metal_density.png
The bar under the picture is 50 µm long. The die is cut into 36 by 36 equal tiles; black is low, pale yellow is high, scaled to the fullest tile. Values are wire area over tile area, all layers added.
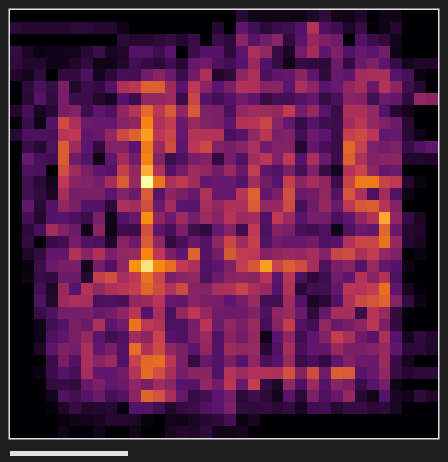
layer_met1.png
The bar under the picture is 50 µm long.
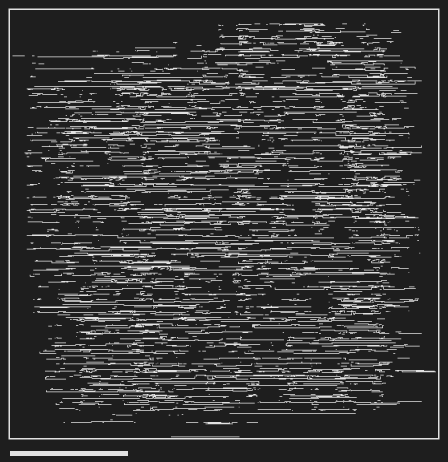
layer_met2.png
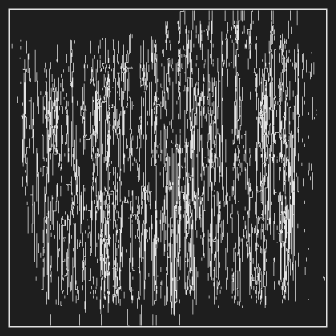
congestion.png
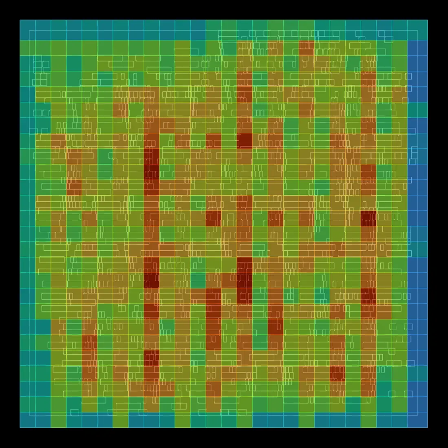
cell_density.png
The bar under the picture is 50 µm long. The die is cut into 18 by 18 equal tiles; black is low, pale yellow is high, 0 to 100% covered.
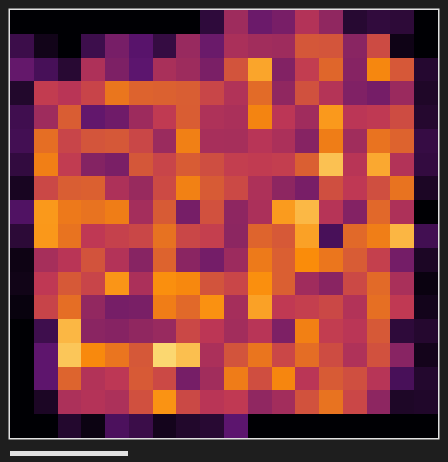
<file path="config.mk">
export PLATFORM = sky130hd
export DESIGN_NAME = instruction_fetch
export DESIGN_NICKNAME = d
export VERILOG_FILES = /design/src/rtl/instruction_fetch.sv
export SDC_FILE = /design/constraint.sdc
export NUM_CORES = 1
export LEC_CHECK = 0
export ABC_AREA = 1
export ABC_CLOCK_PERIOD_IN_PS = 2900
export CAP_MARGIN = 20
export CORE_MARGIN = 4
export CORE_UTILIZATION = 41
export DETAILED_ROUTE_END_ITERATION = 7
export MAX_ROUTING_LAYER = met4
export PLACE_DENSITY_LB_ADDON = 0.08
export SYNTH_ARGS = -nofsm -noshare
export SYNTH_HDL_FRONTEND = slang
export SYNTH_SLANG_ARGS = --single-unit
</file>
<file path="constraint.sdc">
create_clock -name CLK -period 2.9 [get_ports CLK]
set_clock_uncertainty 0.1 [all_clocks]
set_input_delay 0.58 -clock CLK [delete_from_list [all_inputs] [get_ports CLK]]
set_output_delay 0.58 -clock CLK [all_outputs]
set_load 0.1 [all_outputs]
</file>
<file path="src/rtl/instruction_fetch.sv">
// Instruction sequencer: holds each program word on OPCODE for the four core phases.
// Define FETCH_LOOP_EN to wrap from the last store word back to word 0 instead of halting.
module instruction_fetch #(
  parameter int          DEPTH   = 16,
  parameter int          ADDR_W  = 4,
  parameter logic [15:0] HALT_OP = 16'hFFFF
) (
  input  logic              CLK,
  input  logic              RST_N,
  input  logic              RUN,
  input  logic              LOAD_EN,
  input  logic [ADDR_W-1:0] LOAD_ADDR,
  input  logic [15:0]       LOAD_DATA,
  output logic [15:0]       OPCODE,
  output logic [1:0]        PHASE,
  output logic [ADDR_W-1:0] PC,
  output logic              BUSY,
  output logic              HALTED
);

  typedef enum logic [1:0] {IDLE, EXEC, HALT} state_t;

  localparam logic [ADDR_W:0]   DEPTH_W = (ADDR_W+1)'(DEPTH);
  localparam logic [ADDR_W-1:0] LAST_PC = ADDR_W'(DEPTH-1);

  state_t            state, state_nxt;
  logic [15:0]       opcode_nxt;
  logic [1:0]        phase_nxt;
  logic [ADDR_W-1:0] pc_nxt, pc_inc;
  logic              ld_ok;

  logic [15:0] mem [DEPTH];

  // Store is writable only when stopped and not starting this cycle; never reset.
  assign ld_ok  = (state != EXEC) && !RUN && LOAD_EN && ({1'b0, LOAD_ADDR} < DEPTH_W);
  assign pc_inc = PC + 1'b1;

  always_ff @(posedge CLK) begin
    if (ld_ok) mem[LOAD_ADDR] <= LOAD_DATA;
  end

  always_comb begin
    state_nxt  = state;
    opcode_nxt = OPCODE;
    phase_nxt  = PHASE;
    pc_nxt     = PC;
    case (state)
      IDLE, HALT: begin
        if (RUN) begin
          state_nxt  = EXEC;
          pc_nxt     = '0;
          opcode_nxt = mem[0];
          phase_nxt  = 2'd0;
        end
      end
      EXEC: begin
        if (PHASE != 2'd3) begin
          phase_nxt = PHASE + 2'd1;
        end else if (OPCODE == HALT_OP) begin
          state_nxt  = HALT;
          opcode_nxt = '0;
          phase_nxt  = 2'd0;
        end else if (PC == LAST_PC) begin
`ifdef FETCH_LOOP_EN
          pc_nxt     = '0;
          opcode_nxt = mem[0];
          phase_nxt  = 2'd0;
`else
          state_nxt  = HALT;
          opcode_nxt = '0;
          phase_nxt  = 2'd0;
`endif
        end else begin
          pc_nxt     = pc_inc;
          opcode_nxt = mem[pc_inc];
          phase_nxt  = 2'd0;
        end
      end
      default: begin
        state_nxt  = IDLE;
        opcode_nxt = '0;
        phase_nxt  = 2'd0;
        pc_nxt     = '0;
      end
    endcase
  end

  always_ff @(posedge CLK or negedge RST_N) begin
    if (!RST_N) begin
      state  <= IDLE;
      OPCODE <= '0;
      PHASE  <= 2'd0;
      PC     <= '0;
    end else begin
      state  <= state_nxt;
      OPCODE <= opcode_nxt;
      PHASE  <= phase_nxt;
      PC     <= pc_nxt;
    end
  end

  assign BUSY   = (state == EXEC);
  assign HALTED = (state == HALT);

endmodule

</file>
==> results.cfg <==
; generated from flow reports
[worst_hold_path]
holdPathStages = 2
min_to = OPCODE[0]$_DFFE_PN0P_

[power_and_ir_drop]
clock_power_mw = 3.95
maxPowerGroup = combinational logic
power_frac_comb_pct = 37.5
power.leakage_nw = 6.35
total_power_mw = 13.9
intPower_mw = 8.36

[final_layout]
lay_top_count = nand2_1
diodes = 0
nets = 1342
design_area_um2 = 14600
area.growth.synth_to_final_pct = 18.4
instances_no_fill = 1731

[worst_setup_path]
reg2regPathDepth = 9
critPathBufInv = 1
regToRegSetupSlack_ns = 0.46
cp.required_ns = 3.24
worstPathCellList = buf_4 -> nand3_2 -> xnor2_4 -> nand3_1 -> nand2_1 -> nand2_1 -> nand2_1 -> nand2_1 -> nand2_1
r2r_start = PC[0]$_DFFE_PN0P_
cp_top_family = simple AND/OR/NAND/NOR gates

[timing]
clock.fmax_ghz = 0.411
rsz0062_at_grt = false
hold_slack_ns = 0.410
final.setup.tns_ns = 0
finalSetupViolCount = 0

[job]
max_cap_viol_count = 0
tool_warnings = 28

[cts]
clk_latency_ns = 0.51
path_clk_slew_ns = 0.06
numClockSinks = 280

[route]
post_drt_via_cell_ratio = 4.81
first_pass_iters = 5

[floorplan]
floorplanUtilization_pct = 41.6
io_pins = 48

[yosys]
synthArstFlopShare_pct = 8.57
syn-mean-instance-area_um2 = 9.99
top_cell = nand2_1
ys_seq_share_pct = 67.1
syn_nets = 1262

[run_status]
outcome = completed

[placed_design]
pre_cts_ws_ns = 0.224
place_inst = 1670
## Picture notes: metal_density.png
The mean over all tiles is 0.15. 8.9% of the tiles are over half the peak. The densest ninth of the die: center. 14% of the tiles are nearly empty.

## Picture notes: layer_met1.png
1,250 nets have wire on it. The layer carries 14,300 µm of wire. The layer holds 46% of the routed length. The longest straight run is 55.7 µm.

## Picture notes: layer_met2.png
The layer carries 14,700 µm of wire. The wires run mostly vertical. The layer holds 47% of the routed length.

## Picture notes: congestion.png
gr usage total: 19.8%
Most Used Layer, Global Route: met2
DR WL/cell: 18.1 µm
grt met1 use: 27.4%

## Picture notes: cell_density.png
The mean over all tiles is 43%. The fullest tile reaches 91%. The emptiest ninth of the die: upper left. 8.0% of the tiles are nearly empty.

## how the worst max path moves through the flow
stage / from / slack [ns] / cells after the start / to
after global placement: LOAD_EN / 0.23 / 6 / mem[0][5]$_DFFE_PP_
after CTS: PC[0]$_DFFE_PN0P_ / 0.44 / 12 / OPCODE[15]$_DFFE_PN0P_
after detailed placement: LOAD_EN / 0.22 / 6 / mem[12][2]$_DFFE_PP_
after floorplan: PC[1]$_DFFE_PN0P_ / 0.42 / 12 / OPCODE[11]$_DFFE_PN0P_
final: PC[0]$_DFFE_PN0P_ / 0.46 / 9 / OPCODE[5]$_DFFE_PN0P_
after global routing: PC[0]$_DFFE_PN0P_ / 0.28 / 9 / OPCODE[4]$_DFFE_PN0P_
## kinds of logic (layout without fill, tap and decap cells)
logic type,count (synthesis),after routing,share of synthesized area (%)
flip-flops,280,280,67.1
AND-OR/OR-AND,9,9,0.416
AND/OR/NAND/NOR,681,681,23.0
adder cells (fa/ha/maj),2,2,0.203
buffers and inverters,260,365,8.68
XOR/XNOR,4,4,0.558
## routing by layer
metal  global-route usage (%)  vias up  wire (µm)
met4                     4.92        0        756
met3                     2.76       50       1470
li1                         -     4128          -
met2                     31.3      199      14700
met1                     27.4     3956      14300
met5                        -        -          0
## state kept, by name, summed over array words and instances, names as in the netlist
name and count:
PHASE 2, state 2, PC 4, mem 256, OPCODE 16
## tightest hold or removal path: cells and delay by family (launching register included)
| kind | cells | cell delay [ns] |
|---|---|---|
| flops | 1 | 0.37 |
| simple gates | 2 | 0.11 |
## layout make-up
cell class                 count  area [µm²]  area share (%)
tap                          390         488            3.34
clock buffer                  43         885            6.05
sequential                   280        8290            56.7
multi-input combinational    696        3050            20.8
clock inverter                18         154            1.05
inverter                     205         772            5.28
timing repair buffer          99         976            6.68
